**config.mk**
```make
export PLATFORM = sky130hd
export DESIGN_NAME = fetch_queue
export DESIGN_NICKNAME = d
export VERILOG_FILES = /design/src/rtl/fetch_queue.sv
export SDC_FILE = /design/constraint.sdc
export NUM_CORES = 2
export LEC_CHECK = 0
export ABC_AREA = 1
export CORE_ASPECT_RATIO = 2
export CORE_MARGIN = 5
export CORE_UTILIZATION = 40
export CTS_CLUSTER_DIAMETER = 80
export DETAILED_ROUTE_END_ITERATION = 7
export PLACE_DENSITY = 0.62
export SLEW_MARGIN = 20
export SYNTH_ARGS = -nofsm -noshare
export SYNTH_HDL_FRONTEND = slang
export SYNTH_SLANG_ARGS = --single-unit
export TNS_END_PERCENT = 20
```
**constraint.sdc**
```tcl
create_clock -name clk -period 22.5 [get_ports clk]
set_input_delay 6.75 -clock clk [delete_from_list [all_inputs] [get_ports clk]]
set_output_delay 6.75 -clock clk [all_outputs]
set_load 0.02 [all_outputs]
```
**src/rtl/fetch_queue.sv**
```systemverilog
// Instruction fetch queue: 8-byte bundles from the I-cache in, up to two instructions per cycle out to decode.
// Latency: one edge from enqueue to the outputs; outputs are combinational reads at head/head+1.
// Backpressure: in_ready drops when fewer than two free entries remain; flush empties the queue at the edge.
module fetch_queue #(
    parameter int DEPTH = 8,
    parameter int PW    = 2
) (
    input  logic                    clk,
    input  logic                    reset,
    input  logic                    flush,
    input  logic                    in_valid,
    output logic                    in_ready,
    input  logic [31:0]             in_pc,
    input  logic [63:0]             in_data,
    input  logic [2*PW-1:0]         in_pdc,
    output logic [1:0]              out_valid,
    output logic [31:0]             out_pc0,
    output logic [31:0]             out_pc1,
    output logic [31:0]             out_ins0,
    output logic [31:0]             out_ins1,
    output logic [PW-1:0]           out_pdc0,
    output logic [PW-1:0]           out_pdc1,
    input  logic [1:0]              deq_cnt,
    output logic [$clog2(DEPTH):0]  count
);

    localparam int AW = $clog2(DEPTH);
    localparam int CW = AW + 1;

    typedef struct packed {
        logic [31:0]   pc;
        logic [31:0]   ins;
        logic [PW-1:0] pdc;
    } entry_t;

    entry_t        mem_q [DEPTH];
    entry_t        mem_d [DEPTH];
    logic [AW-1:0] head_q, head_d;
    logic [AW-1:0] tail_q, tail_d;
    logic [AW-1:0] tail_p1;
    logic [AW-1:0] head_p1;
    logic [CW-1:0] count_q, count_d;
    logic [1:0]    n_avail;
    logic [1:0]    n_deq;
    logic [1:0]    n_enq;
    logic          enq_fire;
    entry_t        rd0;
    entry_t        rd1;

    // Ready looks only at registered occupancy so it never depends on this cycle's dequeue.
    assign in_ready = (CW'(DEPTH) - count_q) >= CW'(2);

    always_comb begin
        n_avail  = (count_q >= CW'(2)) ? 2'd2 : count_q[1:0];
        n_deq    = (deq_cnt > n_avail) ? n_avail : deq_cnt;
        n_enq    = in_pc[2] ? 2'd1 : 2'd2;
        enq_fire = in_valid && in_ready;
        tail_p1  = tail_q + AW'(1);
        head_p1  = head_q + AW'(1);
    end

    always_comb begin
        mem_d   = mem_q;
        head_d  = head_q + AW'(n_deq);
        tail_d  = tail_q;
        count_d = count_q - CW'(n_deq);
        if (enq_fire) begin
            tail_d  = tail_q + AW'(n_enq);
            count_d = count_d + CW'(n_enq);
            // An odd-word PC means word0 precedes the fetch target and is dropped.
            if (in_pc[2]) begin
                mem_d[tail_q] = '{pc: in_pc, ins: in_data[63:32], pdc: in_pdc[2*PW-1:PW]};
            end else begin
                mem_d[tail_q]  = '{pc: in_pc, ins: in_data[31:0], pdc: in_pdc[PW-1:0]};
                mem_d[tail_p1] = '{pc: in_pc + 32'd4, ins: in_data[63:32], pdc: in_pdc[2*PW-1:PW]};
            end
        end
        if (flush) begin
            mem_d   = mem_q;
            head_d  = '0;
            tail_d  = '0;
            count_d = '0;
        end
    end

    always_ff @(posedge clk or posedge reset) begin
        if (reset) begin
            head_q  <= '0;
            tail_q  <= '0;
            count_q <= '0;
            for (int i = 0; i < DEPTH; i++) begin
                mem_q[i] <= '0;
            end
        end else begin
            head_q  <= head_d;
            tail_q  <= tail_d;
            count_q <= count_d;
            for (int i = 0; i < DEPTH; i++) begin
                mem_q[i] <= mem_d[i];
            end
        end
    end

    always_comb begin
        rd0       = mem_q[head_q];
        rd1       = mem_q[head_p1];
        out_valid = (count_q >= CW'(2)) ? 2'b11 : (count_q == CW'(1)) ? 2'b01 : 2'b00;
        out_pc0   = rd0.pc;
        out_ins0  = rd0.ins;
        out_pdc0  = rd0.pdc;
        out_pc1   = rd1.pc;
        out_ins1  = rd1.ins;
        out_pdc1  = rd1.pdc;
        count     = count_q;
    end

endmodule
```
Clock wiring as the flow saved it:
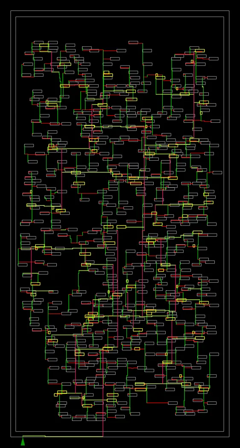
clock latency on the worst-skew pair: 0.65 ns
flop count: 538

Routed clock nets over the placement:
Drawn at 1.5 px/um.
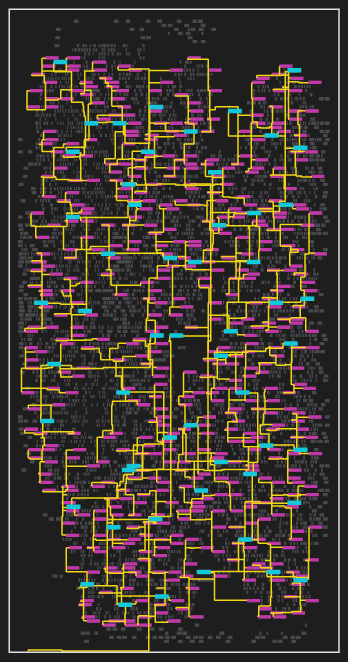
[magenta] flip-flops | count: 538
[cyan] clock drivers | count: 55
[yellow] clock wires | length: 8510 um
routed clock nets: 56
flops lie: all over the die

Placed cells, one colour a class:
Drawn at 1 px/um. Fill, decap, tap and diode cells in grey.
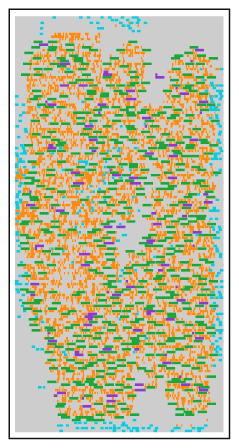
[cyan] other buffers and delay cells | cells: 309 | share of their area: 7.7%
[purple] clock drivers and dummy loads | cells: 100 | share of their area: 5.1%
[green] flops | cells: 538 | share of their area: 35%
[orange] combinational and other logic | cells: 4207 | share of their area: 52%
fraction of area in registers: 34.1%
utilization after layout: 45.6%
post-route cell area: 39500 um2
Core Region: 86700 um2

==> impl_metrics.yaml <==
# flow metrics
run_status:
  status: "completed"
pwr:
  sequentialPower_mw: 1.67
  p_per_area_nw_per_um2: 173
  p_comb_share_pct: 60.5
yosys:
  synth_warnings: 0
  syn_nets: 5287
  synth-main-ff-cell: "dfrtp_1"
  synth_area_leader_cell: "dfrtp_1"
  synth.most_common_cell: "nand2_1"
worst_setup_path:
  path_common_cell: "buf_4"
  critPathTopFamily: "buffers and inverters"
  critPathArrivalTime_ns: 5.44
  critPathMaxStageDelay_ns: 0.89
  crit_type: "reg -> out"
  r2r_setup_slack_ns: 17.32
  worst_setup_path_start_kind: "flip-flop"
  cp_cell_sequence: "buf_4, buf_4, buf_4, nand2_1, o21ai_0, a21oi_1, a32oi_1, clkdlybuf4s50_1"
  worstPathMaxFanout: 107
worst_hold_path:
  hp-start: "mem_q[320]$_DFFE_PP0P_"
timing:
  period_used_pct: 54.2
  fmax_ghz: 0.0821
  finalHoldViolCount: 0
cells_and_area:
  inverters: 592
  dominant-cell-class: "logic gates"
  area_share_nonclk_buffers_pct: 7.46
  logic_gate_count: 3615
  layout_top_cell: "nand2_1"
floorplan:
  dieHeight_um: 428
  die-area_um2: 93600
  fp-utilization_pct: 40.2
job:
  warnings: 45
route:
  wl_met3_mm: 13.8
  ant_nets: 0
cts:
  cts.sinks: 538
placed_design:
  place_congestion: 0.989
Power and IR drop assume default switching activity.
